==> config.mk <==
export PLATFORM = sky130hd
export DESIGN_NAME = demux_stream_1ton
export DESIGN_NICKNAME = d
export VERILOG_FILES = /design/src/rtl/demux_pkg.sv /design/src/rtl/demux_chan_slot.sv /design/src/rtl/demux_stream_1ton.sv
export SDC_FILE = /design/constraint.sdc
export NUM_CORES = 1
export LEC_CHECK = 0
export CAP_MARGIN = 15
export CORE_MARGIN = 3
export CORE_UTILIZATION = 35
export DETAILED_ROUTE_END_ITERATION = 8
export PLACE_DENSITY = 0.72
export SLEW_MARGIN = 20
export SYNTH_ARGS = -nofsm -noshare
export SYNTH_HDL_FRONTEND = slang
export SYNTH_HIERARCHICAL = 1
export SYNTH_SLANG_ARGS = --single-unit
==> constraint.sdc <==
create_clock -name inClk -period 1.71 [get_ports inClk]
set_clock_uncertainty 0.2 [all_clocks]
set_input_delay 0.342 -clock inClk [delete_from_list [all_inputs] [get_ports inClk]]
set_output_delay 0.342 -clock inClk [all_outputs]
set_load 0.005 [all_outputs]
==> src/rtl/demux_pkg.sv <==
// Shared types and elaboration helpers for the 1:N stream demultiplexer.
package demux_pkg;

   typedef enum logic {
      DMX_SEL = 1'b0,
      DMX_RR  = 1'b1
   } demux_mode_e;

   // Pointer width that stays at least one bit even for degenerate channel counts.
   function automatic int clogSafe(input int n);
      if (n <= 1) begin
         return 1;
      end else begin
         return $clog2(n);
      end
   endfunction

endpackage

==> src/rtl/demux_chan_slot.sv <==
// One-entry output buffer for a single demux channel: loads a beat, holds it
// under backpressure and keeps the last value on the lane after draining.
module demux_chan_slot
   import demux_pkg::*;
#(
   parameter int DATA_W = 1
) (
   input  logic              inClk,
   input  logic              inRstN,
   input  logic              inLoad,
   input  logic [DATA_W-1:0] inData,
   input  logic              inReady,
   output logic              outValid,
   output logic [DATA_W-1:0] outData
);

   logic              slotValid_r;
   logic [DATA_W-1:0] slotData_r;
   logic              validNext_s;

   // Next valid: a load wins over a same-cycle drain so throughput stays at one beat per cycle.
   always_comb begin
      validNext_s = slotValid_r;
      if (inLoad) begin
         validNext_s = 1'b1;
      end else if (slotValid_r && inReady) begin
         validNext_s = 1'b0;
      end else begin
         validNext_s = slotValid_r;
      end
   end

   // Slot state register.
   always_ff @(posedge inClk or negedge inRstN) begin
      if (!inRstN) begin
         slotValid_r <= 1'b0;
         slotData_r  <= {DATA_W{1'b0}};
      end else begin
         slotValid_r <= validNext_s;
         if (inLoad) begin
            slotData_r <= inData;
         end else begin
            slotData_r <= slotData_r;
         end
      end
   end

   assign outValid = slotValid_r;
   assign outData  = slotData_r;

endmodule

==> src/rtl/demux_stream_1ton.sv <==
// Registered, flow-controlled 1:N demultiplexer with explicit-select and
// round-robin routing, per-channel one-entry buffers and a dropped-beat counter.
module demux_stream_1ton
   import demux_pkg::*;
#(
   parameter int DATA_W = 1,
   parameter int N_CH   = 4,
   parameter int SEL_W  = clogSafe(N_CH),
   parameter int ERR_W  = 8
) (
   input  logic                     inClk,
   input  logic                     inRstN,
   input  logic                     inMode,
   input  logic [SEL_W-1:0]         inSel,
   input  logic                     inValid,
   input  logic [DATA_W-1:0]        inData,
   output logic                     outReady,
   input  logic [N_CH-1:0]          inReady,
   output logic [N_CH-1:0]          outValid,
   output logic [N_CH*DATA_W-1:0]   outData,
   output logic [SEL_W-1:0]         outPtr,
   output logic                     outErr,
   output logic [ERR_W-1:0]         outErrCnt
);

   localparam logic [SEL_W:0]   CH_COUNT = (SEL_W + 1)'(N_CH);
   localparam logic [SEL_W-1:0] LAST_CH  = SEL_W'(N_CH - 1);
   localparam logic [ERR_W-1:0] ERR_MAX  = {ERR_W{1'b1}};

   demux_mode_e       mode_s;
   logic [SEL_W-1:0]  tgt_s;
   logic              bad_s;
   logic              tgtReady_s;
   logic              ready_s;
   logic              accept_s;
   logic [N_CH-1:0]   load_s;
   logic [N_CH-1:0]   slotValid_s;
   logic [SEL_W-1:0]  ptr_r;
   logic              err_r;
   logic [ERR_W-1:0]  errCnt_r;

   assign mode_s = demux_mode_e'(inMode);

   // Target decode and flow control; an out-of-range select is always accepted so it can be dropped.
   always_comb begin
      tgt_s      = (mode_s == DMX_RR) ? ptr_r : inSel;
      bad_s      = (mode_s == DMX_SEL) && ({1'b0, inSel} >= CH_COUNT);
      tgtReady_s = 1'b0;
      for (int k = 0; k < N_CH; k++) begin
         if (tgt_s == SEL_W'(k)) begin
            tgtReady_s = ~slotValid_s[k] | inReady[k];
         end else begin
            tgtReady_s = tgtReady_s;
         end
      end
      ready_s  = bad_s | tgtReady_s;
      accept_s = inValid & ready_s;
   end

   // Per-channel load strobes.
   always_comb begin
      load_s = {N_CH{1'b0}};
      for (int k = 0; k < N_CH; k++) begin
         load_s[k] = accept_s & ~bad_s & (tgt_s == SEL_W'(k));
      end
   end

   // Round-robin pointer: parked at channel 0 whenever explicit select is active.
   always_ff @(posedge inClk or negedge inRstN) begin
      if (!inRstN) begin
         ptr_r <= {SEL_W{1'b0}};
      end else if (mode_s == DMX_SEL) begin
         ptr_r <= {SEL_W{1'b0}};
      end else if (accept_s) begin
         ptr_r <= (ptr_r == LAST_CH) ? {SEL_W{1'b0}} : ptr_r + SEL_W'(1);
      end else begin
         ptr_r <= ptr_r;
      end
   end

   // Drop pulse and saturating drop counter.
   always_ff @(posedge inClk or negedge inRstN) begin
      if (!inRstN) begin
         err_r    <= 1'b0;
         errCnt_r <= {ERR_W{1'b0}};
      end else begin
         err_r <= accept_s & bad_s;
         if (accept_s && bad_s && (errCnt_r != ERR_MAX)) begin
            errCnt_r <= errCnt_r + ERR_W'(1);
         end else begin
            errCnt_r <= errCnt_r;
         end
      end
   end

   for (genvar gi = 0; gi < N_CH; gi++) begin : gSlot
      demux_chan_slot #(
         .DATA_W (DATA_W)
      ) uSlot (
         .inClk    (inClk),
         .inRstN   (inRstN),
         .inLoad   (load_s[gi]),
         .inData   (inData),
         .inReady  (inReady[gi]),
         .outValid (slotValid_s[gi]),
         .outData  (outData[gi*DATA_W +: DATA_W])
      );
   end

   assign outReady  = ready_s;
   assign outValid  = slotValid_s;
   assign outPtr    = ptr_r;
   assign outErr    = err_r;
   assign outErrCnt = errCnt_r;

endmodule
Figure 1. Floorplan with the power grid (run 1).
Drawn at 8 px/um. Pins as bars on the die edge.
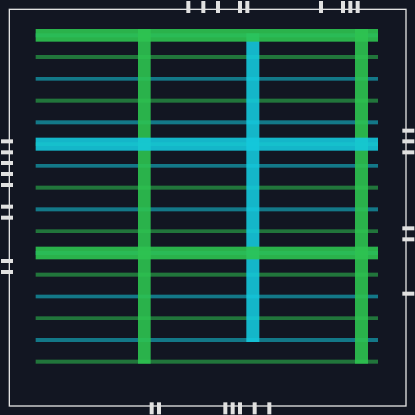
colour	net
cyan	VDD
green	VSS
met1 rails	16
met5 straps	3
signal pins	31

Figure 2. Placed cells, one colour a class (run 1).
Drawn at 6 px/um. Fill, decap, tap and diode cells in grey.
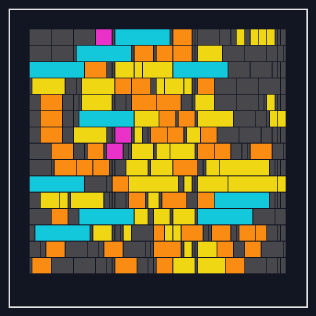
colour	class	cells	share of their area
yellow	combinational and other logic	50	40%
magenta	clock drivers	3	2.0%
cyan	flops	10	23%
orange	other buffers and delay cells	46	36%
Core Rows: 15
total core area: 0.00175 mm2
fin util: 65.2%

Figure 3. Routed clock nets over the placement (run 1).
Drawn at 12 px/um.
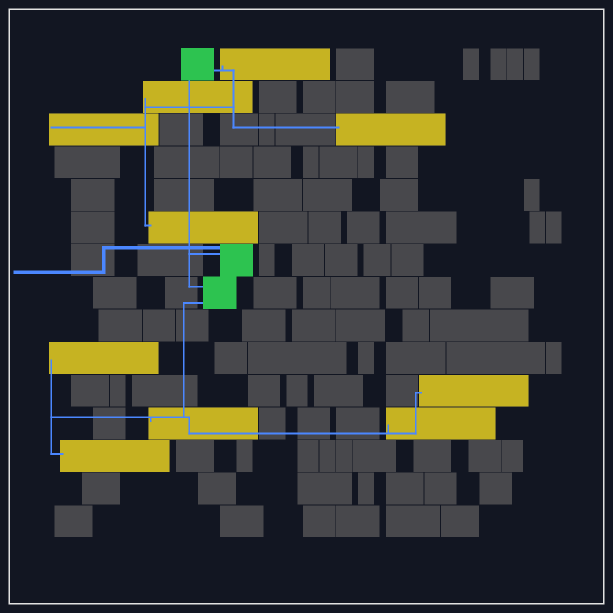
[green] clock drivers | count: 3
[blue] clock wires | length: 144 um
[yellow] flip-flops | count: 10
routed clock nets	4

Figure 4. Wiring by layer (run 1).
Drawn at 8 px/um. Two of the layers only.
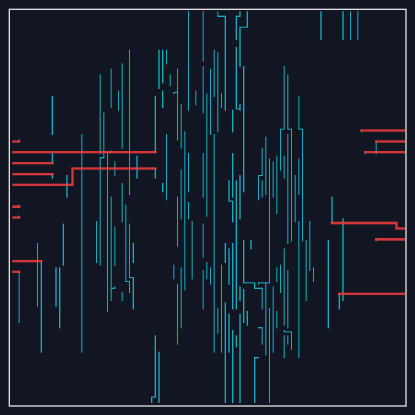
colour	layer	wire length
cyan	metal 2	898 um
red	metal 3	88.0 um
GRT Total Usage: 14.7%
DR vias: 573
Routed WL per cell: 12.3 um

==> results_slide.txt, run 1 <==
Synthesis and Place & Route Summary

Synth
  • Adder share: 1.90%
  • Simple Share, Synth: 14.4%
  • Dominant comb cell: multiplexers
  • Yosys warnings: 6
  • Synthesized instance count: ~62
  • XORs/XNORs by Area: 0%
  • Cell Area, Synth: approximately 660 um2
  • Distinct lib cells used: 22
  • Post-synthesis sequential area ratio: between 30% and 40%
  • Yosys cell count: 62
  • MUX share of area: 20.7%
  • Average cell area after synthesis: 10.6 um2
  • Chip Area, Yosys: 659 um2

Pwr
  • Flop pwr share: 33.8%
  • P_sw: 296 uW
  • PwrDens: between 800 and 900 mW/mm2
  • Logic pwr share: 50.4%
  • IR drop worst, VDD: 509 uV
  • Total power: 1.01 mW

Setup path
  • Crit Path Category: flop to output pin
  • CP Capture Type: output pin
  • R2R Setup Slk: -0.14 ns
  • Crit path DRT: 1.17 ns
  • Critical path cell sequence: mux2i_4 -> buf_4 -> o211ai_1 -> o21ai_1 -> buf_2
  • Critical path peak fanout: 5
  • Worst path slowest cell: dfrtp_1
  • CP arrival: 1.33 ns
  • Critical Path Max Stage Delay: 0.42 ns
  • Critical path buffer and inverter count: 2
  • Critical Path Start Type: flop

GRT
  • Largest net degree at the start of global routing: 11
  • Initial antenna violation count: 0
  • Overflow after GRT: 0
  • Global-route wire length before repair: 2810 um

Final timing
  • Tcrit/Tclk final: 110%
  • Unrepaired setup endpoints after global routing: yes
  • WHS: just over 0.2 ns
  • # setup viols final: 11
  • Pins Over Slew Limit: 0
  • Max Freq: ~0.53 GHz
  • Setup ws final: -0.166 ns
  • Final Hold Viols: 0
  • Min Tclk post-route: between 1.5 and 2 ns
  • Setup TNS: -1.31 ns

Status
  • Failing checks: negative setup slack
  • Status: finished with violations

Clock network
  • CTS sink count: 10
  • TritonCTS Buffers: 3
  • Cts hold-fix bufs: 0
  • Clk ins delay skew pair: 0.26 ns
  • Root buffer cell: clkbuf_4
  • Clock Pin Slew Worst Setup and Hold Paths: 0.07 ns
  • Clk buf depth: 2

Placement
  • Placer Congestion: roughly 0.69
  • DP Area: 995 um2
  • DP HPWL: ~1100 um

Layout
  • Comb area: 420 um2
  • Reg area: 250 um2
  • Number of fill cells: 148
  • Fin area: 0.00114 mm2
  • Proportion of layout cells with a drive suffix above 1: 49.5%

Detailed routing
  • Antenna-violating nets left: 0
  • Via density per instance: between 4 and 5
  • DRT Wirelength: 1650 um
  • Initial DRC count: 2

Floorplanning
  • Ports: 31
  • Initial core utilization: about 38%
  • Die area: 0.00244 mm2
  • Chip width: 49.4 um

Job
  • Tool warnings: 29
  • Max Cap Violations: 0
## run 1: synth_stat cells
cell	number	share of area, %
buf_6	1	1.7
conb_1	1	0.57
nand2_1	5	2.8
nor3_1	2	1.5
o21ai_1	1	0.76
or3_1	1	0.95
mux2i_2	1	2.1
buf_4	9	10
a21o_2	4	5.3
nor2_1	3	1.7
mux2i_4	1	3.4
or3b_2	1	1.3
nor2b_1	1	0.95
o32ai_2	1	2.5
and2_4	1	1.3
o211ai_1	1	1.1
ha_1	1	1.9
dfrtp_1	10	38
mux2_4	4	9.1
inv_1	5	2.8
mux2i_1	4	6.1
nand2b_1	4	3.8
## run 1: flip-flops by register name, summed over array words and instances, names as in the netlist
register,cells
gSlot.uSlot/outData,4
gSlot.uSlot/outValid,4
outPtr,2
## run 1: stage by stage
stage               setup WS (ns)  instances
floorplan                  -0.263         70
global placement           -0.900        123
detailed placement         -0.897        123
CTS                        -0.165        130
global route               -0.229        134
finish                     -0.166        134
## run 1: cells by family after synthesis
| group | after synthesis |
|---|---|
| and+or+nand+nor | 18 |
| buffers and inverters | 15 |
| muxes | 10 |
| DFF | 10 |
| AOI/OAI and AO/OA | 7 |
| adders and majority gates | 1 |
| other | 1 |
## run 1: metal layers
| metal | vias up | global-route usage, % | part of all wire, % |
|---|---|---|---|
| met4 | 0 | 7.83 | 0 |
| met2 | 15 | 24.3 | 54 |
| met5 | - | 0 | 0 |
| met1 | 277 | 17.5 | 40 |
| met3 | 0 | 3.36 | 5.3 |
| li1 | 281 | - | - |
## run 1: layout by cell type, fill, tap and decap left out, drive strengths merged, types with 2 or more instances in the layout
cell            n
a21o            4
buf            27
clkbuf          3
clkdlybuf4s50   9
conb            9
dfrtp          10
dlygate4sd2     9
inv             5
mux2            4
mux2i           6
nand2           5
nand2b          4
nor2            3
nor3            2
## run 1: cell type report
cell class,count,share of cell area (%)
clock buffers,3,1.98
inverters,5,1.65
multi-input cells,45,37.0
flip-flops and latches,10,22.0
well taps,25,2.75
repair buffers,46,34.7
## run 1: power by group through the flow
stage | registers, mW | logic [mW] | clock network (mW)
final | 0.343 | 0.511 | 0.160
after global routing | 0.351 | 0.552 | 0.170
after CTS | 0.343 | 0.483 | 0.164
after detailed placement | 0.341 | 0.450 | 0
after global placement | 0.341 | 0.444 | 0
after floorplan | 0.353 | 0.195 | 0
## run 1: worst paths after layout
check                                       start                 endpoint  cells past startpoint
max reg2reg                             outPtr[0]   gSlot[0].uSlot/outData                      5
min in group inClk                     inReady[2]  gSlot[2].uSlot/outValid                      3
min reg2reg                gSlot[2].uSlot/outData   gSlot[2].uSlot/outData                      1
max                                     outPtr[0]                 outReady                      5
min                                        inRstN   gSlot[1].uSlot/outData                      1
max in group asynchronous                  inRstN  gSlot[2].uSlot/outValid                      1
## run 1: timing repair
item	4_1_cts	5_1_grt
gates cloned	0	0
resized	30	5
pin swaps	4	4
setup buffers	4	5
endpoints found under the hold margin	0	0
endpoints found under the setup margin	17	13
Figure 5. Placement view (run 1).
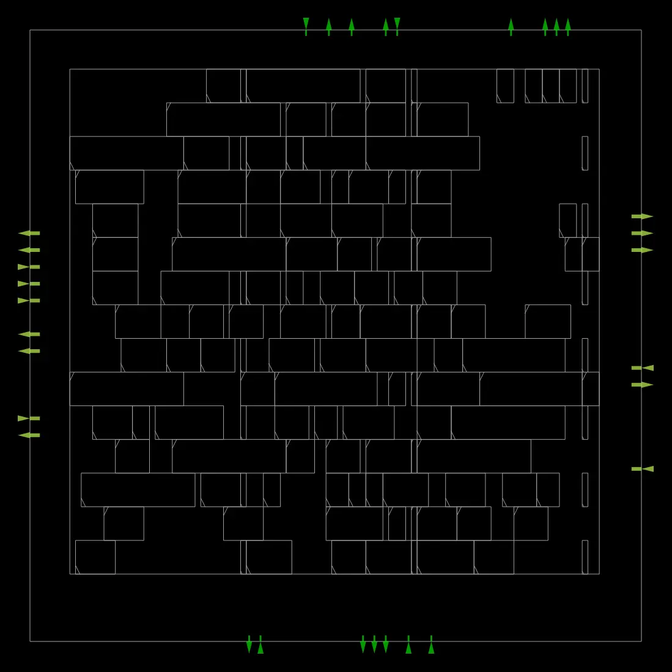

--- run 2 (diff from run 1) ---
==> constraint.sdc (replaced) <==
create_clock -name inClk -period 1.71 [get_ports inClk]
set_clock_uncertainty 0.2 [all_clocks]
set_input_delay 0.2565 -clock inClk [delete_from_list [all_inputs] [get_ports inClk]]
set_output_delay 0.2565 -clock inClk [all_outputs]
set_load 0.005 [all_outputs]
Figure 6. Placement view (run 2).
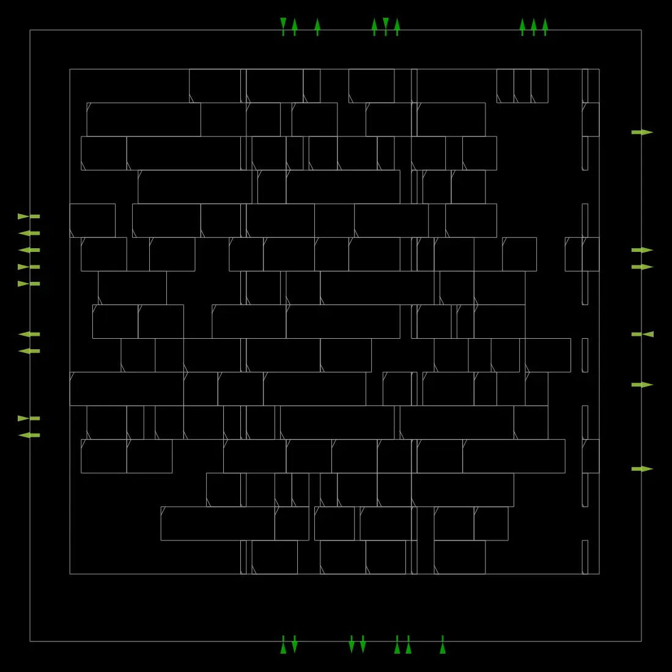
number of fill cells: 144
n_taps: 25

Figure 7. Routed clock nets over the placement (run 2).
Drawn at 12 px/um.
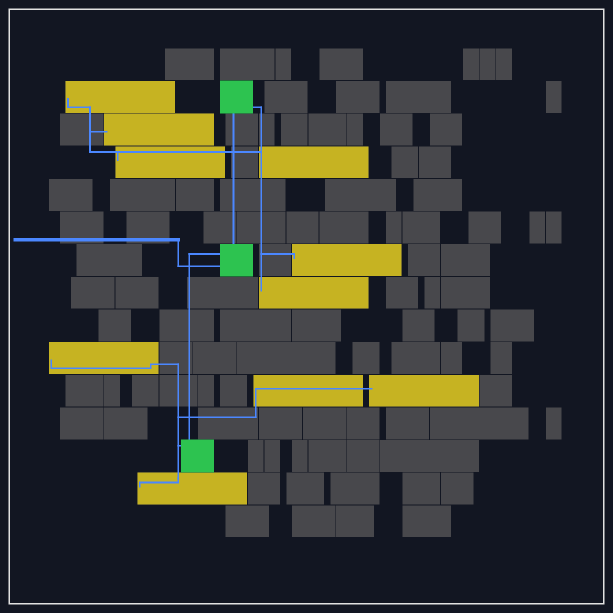
[blue] clock wires | length: 142 um
[yellow] flip-flops | count: 10
[green] clock drivers | count: 3
routed clock nets	4

==> results_slide.txt, run 2 <==
Synthesis and Place & Route Summary

Setup path
  • Critical path buffer and inverter count: 1 (-1)
  • Critical path peak fanout: 5 (unchanged)
  • Crit path DRT: 1.66 ns (+0.49 ns)
  • Critical path cell sequence: mux2i_4 -> buf_6 -> and2_4 -> or3_4 -> nor2_4 -> mux2_4
  • Crit Path Category: flop to flop
  • Critical Path Max Stage Delay: 0.42 ns (about the same)
  • CP arrival: 1.85 ns (+0.52 ns)

Detailed routing
  • DRT Wirelength: 1640 um (-0.85%)
  • Initial DRC count: 5 (+3)
  • Via density per instance: 4.28 (about the same)
  • DR vias: 565 (-1.4%)
  • Routed WL per cell: 12.4 um (+0.66%)

Pwr
  • IR drop worst, VDD: 612 uV (+20%)
  • PwrDens: 945 mW/mm2 (+6.0%)

Synth
  • XORs/XNORs by Area: 0% (unchanged)
  • Most frequent cell after synthesis: dfrtp_1
  • Cell Area, Synth: 659 um2 (unchanged)
  • Adder share: 1.90% (unchanged)
  • Post-synth EDFFs: 0 (unchanged)
  • Cell type with the largest total area: dfrtp_1
  • Synthesized instance count: 62 (unchanged)
  • Simple Share, Synth: 14.4% (unchanged)
  • Yosys cell count: 62 (unchanged)
  • Most frequent cells after synthesis: 10 x dfrtp_1, 9 x buf_4, 5 x inv_1, 5 x nand2_1
  • Distinct lib cells used: 22 (unchanged)
  • Ys flop type: dfrtp_1
  • Yosys warnings: 6 (unchanged)
  • Chip Area, Yosys: 659 um2 (unchanged)

Final timing
  • Max Freq: 0.526 GHz (-1.4%)
  • Setup ws final: -0.192 ns (-0.0261 ns)
  • Final Hold Viols: 0 (unchanged)
  • Pins Over Slew Limit: 0 (unchanged)
  • # setup viols final: 12 (+1)

Clock network
  • Cts hold-fix bufs: 0 (unchanged)

GRT
  • Initial antenna violation count: 0 (unchanged)
  • Largest net degree at the start of global routing: 11 (unchanged)
  • Global-route wire length before repair: 2500 um (-11%)

Placement
  • DP Area: 965 um2 (-3.0%)

Layout
  • Proportion of layout cells with a drive suffix above 1: 46.7% (-2.8 points)

Floorplanning
  • Core Rows: 15 (unchanged)
  • Chip width: 49.4 um (unchanged)

Status
  • Status: finished with violations
  • Failing checks: negative setup slack
==> run 2: netlist changes by cell type in the layout (fill, tap and decap cells not counted), sizes merged <==
cell / previous run / this run
clkbuf: 3 / 4
clkdlybuf4s50: 9 / 15
clkdlybuf4s15: 0 / 1
buf: 27 / 23
dlygate4sd2: 9 / 3
==> run 2: worst reg2reg max path, stage by stage, from the launching register on <==
cell and delay [ns]:
dfrtp_1 0.39, mux2i_4 0.09, buf_6 0.14, and2_4 0.13
or3_4 0.42, nor2_4 0.12, mux2_4 0.31
==> run 2: area by class of cell <==
cell class              count  area [um2]
repair buffers             43         389
well taps                  25        31.3
multi-input cells          45         415
clock buffers               4        36.3
flip-flops and latches     10         250
fillers                   144         602
inverters                   5        21.3
==> run 2: metal layers <==
metal	GRT usage (%)	vias up	routed length [um]	part of all wire, %
met5	0	-	0	0
met2	23.7	15	893	54
met1	15.7	271	687	42
li1	-	279	-	-
met4	6.91	0	0	0
met3	2.45	0	60	3.7
==> run 2: logic make-up (layout without fill, tap and decap cells) <==
family	Yosys count	count (layout)
AND-OR/OR-AND	7	7
adder cells (fa/ha/maj)	1	1
buffers and inverters	15	52
flip-flops	10	10
multiplexers	10	10
other	1	9
AND/OR/NAND/NOR	18	18
==> run 2: worst paths after layout <==
| check | end | start | depth (start not counted) | slack [ns] |
|---|---|---|---|---|
| max | gSlot[0].uSlot/outData | outPtr[1] | 6 | -0.19 |
| min | gSlot[2].uSlot/outValid | inRstN | 1 | 0.11 |
| max reg2reg | gSlot[0].uSlot/outData | outPtr[1] | 6 | -0.19 |
| min reg2reg | gSlot[3].uSlot/outValid | gSlot[3].uSlot/outValid | 1 | 0.31 |
| max in group asynchronous | gSlot[1].uSlot/outValid | inRstN | 1 | 0.88 |
| min in group inClk | gSlot[3].uSlot/outValid | gSlot[3].uSlot/outValid | 1 | 0.31 |
==> run 2: power by group through the flow <==
stage / registers, mW / logic (mW) / clock network, mW
floorplan: 0.353 / 0.195 / 0
global placement: 0.347 / 0.427 / 0
detailed placement: 0.346 / 0.438 / 0
CTS: 0.347 / 0.498 / 0.223
global route: 0.353 / 0.562 / 0.235
finish: 0.346 / 0.521 / 0.214
==> run 2: per-stage QoR <==
stage	util, %	setup WS, ns	TNS, ns	hold slack [ns]	power (mW)
finish	65.5	-0.192	-1.21	0.114	1.08
global route	65.5	-0.228	-1.88	0.128	1.15
CTS	63.7	-0.170	-1.05	0.115	1.07
detailed placement	55.3	-0.778	-7.25	0.302	0.784
global placement	55.3	-0.719	-6.78	0.300	0.773
floorplan	-	-0.177	-0.437	-0.239	0.547
==> run 2: repair_timing <==
action                     in CTS  in global routing
setup endpoints to repair      13                 13
buffers inserted                7                  4
pin swaps                       1                  2
gates resized                  23                  7
Figure 8. Wiring by layer (run 2).
Drawn at 8 px/um. Two of the layers only.
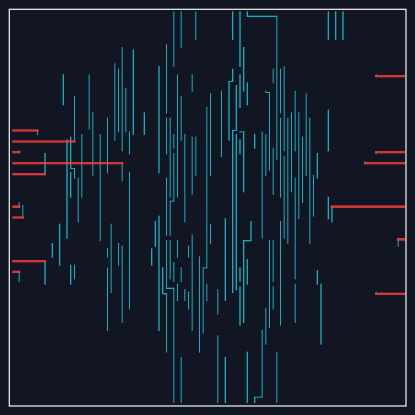

--- run 3 (diff from run 2) ---
- SETUP_SLACK_MARGIN: not set -> 0.2
Figure 9. Wiring by layer (run 3).
Drawn at 8 px/um. Two of the layers only.
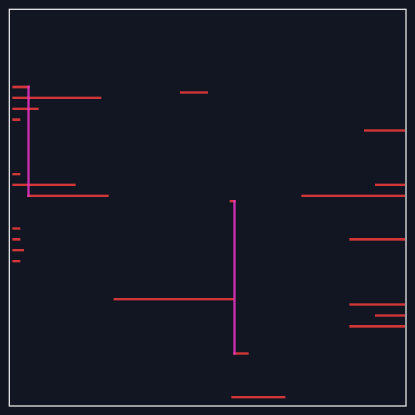
colour	layer	wire length
magenta	metal 4	32.6 um
red	metal 3	108 um
DRT Wirelength: 1690 um
Routed WL per cell: 12.9 um

Figure 10. Placement view (run 3).
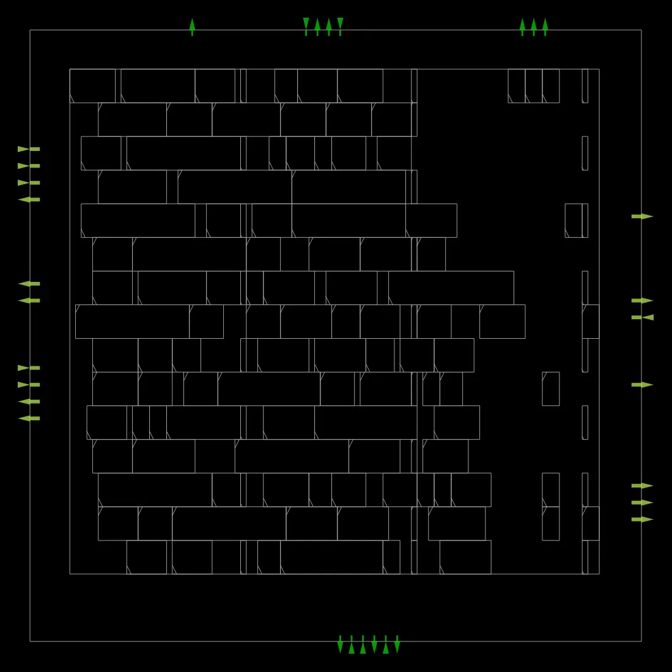
flip-flops: 10
Cell Count, Final, Fillers Out: 131
flop share of the area: 22.0%
fin util: 65.3%
number of fill cells: 136

==> results_slide.txt, run 3 <==
Synthesis and Place & Route Summary

Synth
  • Cell area leaders: dfrtp_1 38%, buf_4 10%, mux2_4 9.1%, mux2i_1 6.1%, a21o_2 5.3%
  • Chip Area, Yosys: 659 um2 (unchanged)
  • Ys flop type: dfrtp_1
  • Simple Share, Synth: 14.4% (unchanged)
  • Yosys cell count: 62 (unchanged)
  • Distinct lib cells used: 22 (unchanged)
  • Most frequent cell after synthesis: dfrtp_1
  • Synthesized instance count: 62 (unchanged)
  • Yosys warnings: 6 (unchanged)
  • Cell type with the largest total area: dfrtp_1
  • Adder share: 1.90% (unchanged)
  • Post-synth EDFFs: 0 (unchanged)

GRT
  • Global-route wire length before repair: 2840 um (+14%)

Pwr
  • PwrDens: 918 mW/mm2 (-2.9%)
  • IR drop worst, VDD: 692 uV (+13%)
  • Total power: 1.05 mW (-3.2%)

Status
  • Status: finished with violations
  • Failing checks: negative setup slack

Setup path
  • Critical path peak fanout: 5 (unchanged)
  • Crit path DRT: 1.66 ns (about the same)
  • Crit Path Category: flop to flop
  • CP arrival: 1.81 ns (-0.04 ns)

Clock network
  • Clk ins delay skew pair: roughly 0.26 ns
  • H-tree Lvls: 1

Final timing
  • Pins Over Slew Limit: 0 (unchanged)
  • Final Hold Viols: 0 (unchanged)
  • # setup viols final: 9 (-3)
  • Setup ws final: -0.153 ns (+0.0387 ns)
  • Max Freq: 0.537 GHz (+2.1%)
  • WHS: 0.104 ns (-0.00974 ns)

Layout
  • Proportion of layout cells with a drive suffix above 1: 50.0% (+3.3 points)

Floorplanning
  • Initial core utilization: 37.8%
  • Core Rows: 15 (unchanged)
  • Chip width: 49.4 um (unchanged)

Placement
  • DP Area: 965 um2 (unchanged)

Detailed routing
  • DR vias: 580 (+2.7%)
  • Via density per instance: 4.43 (+3.4%)
-- run 3: cell counts after synthesis --
Identical to the previous run, type by type.
-- run 3: final timing paths --
path                                              from                      end  slack (ns)  depth (start not counted)
worst max-delay path                         outPtr[1]   gSlot[0].uSlot/outData       -0.15                          5
worst min-delay path                            inRstN  gSlot[1].uSlot/outValid        0.10                          1
worst max register to register               outPtr[1]   gSlot[0].uSlot/outData       -0.15                          5
worst min register to register  gSlot[3].uSlot/outData   gSlot[3].uSlot/outData        0.31                          1
max in group asynchronous                       inRstN   gSlot[3].uSlot/outData        0.90                          1
min in group inClk              gSlot[3].uSlot/outData   gSlot[3].uSlot/outData        0.31                          1
-- run 3: worst max-delay path, stage by stage (launching register included) --
cell and delay (ns):
dfrtp_1 0.41, mux2i_4 0.24, nor2_2 0.08, or3_4 0.40
nor2_4 0.12, mux2_4 0.30
-- run 3: metal layers --
layer | vias up | GRT usage (%) | routed length, um
met5 | - | 0 | 0
met1 | 274 | 16.7 | 663
li1 | 277 | - | -
met2 | 25 | 27.2 | 884
met3 | 4 | 3.67 | 108
met4 | 0 | 7.37 | 32
-- run 3: per-stage QoR --
| stage | setup TNS [ns] | setup WS (ns) |
|---|---|---|
| after floorplan | -0.428 | -0.173 |
| after global placement | -6.50 | -0.727 |
| after detailed placement | -6.76 | -0.750 |
| after CTS | -0.833 | -0.174 |
| after global routing | -1.61 | -0.220 |
| final | -0.882 | -0.153 |
-- run 3: cells by family (layout without fill, tap and decap cells) --
| family | Yosys count | count (layout) |
|---|---|---|
| buffers and inverters | 15 | 51 |
| other | 1 | 9 |
| AOI/OAI and AO/OA | 7 | 7 |
| muxes | 10 | 10 |
| and+or+nand+nor | 18 | 18 |
| DFF | 10 | 10 |
| adders and majority gates | 1 | 1 |
-- run 3: what timing repair did --
action                     4_1_cts  5_1_grt
setup endpoints to repair       21       15
pin swaps                        4        4
setup buffers                    5        4
hold buffers                     0        0
resized                         34       13
-- run 3: power breakdown --
part | switching (mW) | internal [mW]
clock | 0.0797 | 0.129
sequential | 0.0410 | 0.301
combinational | 0.183 | 0.312
total | 0.304 | 0.742
-- run 3: layout make-up --
| class | instances | area (um2) |
|---|---|---|
| clock buffer | 4 | 36.3 |
| tap | 25 | 31.3 |
| sequential | 10 | 250 |
| timing repair buffer | 42 | 379 |
| fill | 136 | 606 |
| multi-input combinational | 45 | 424 |
| inverter | 5 | 18.8 |
Power and IR drop assume default switching activity.
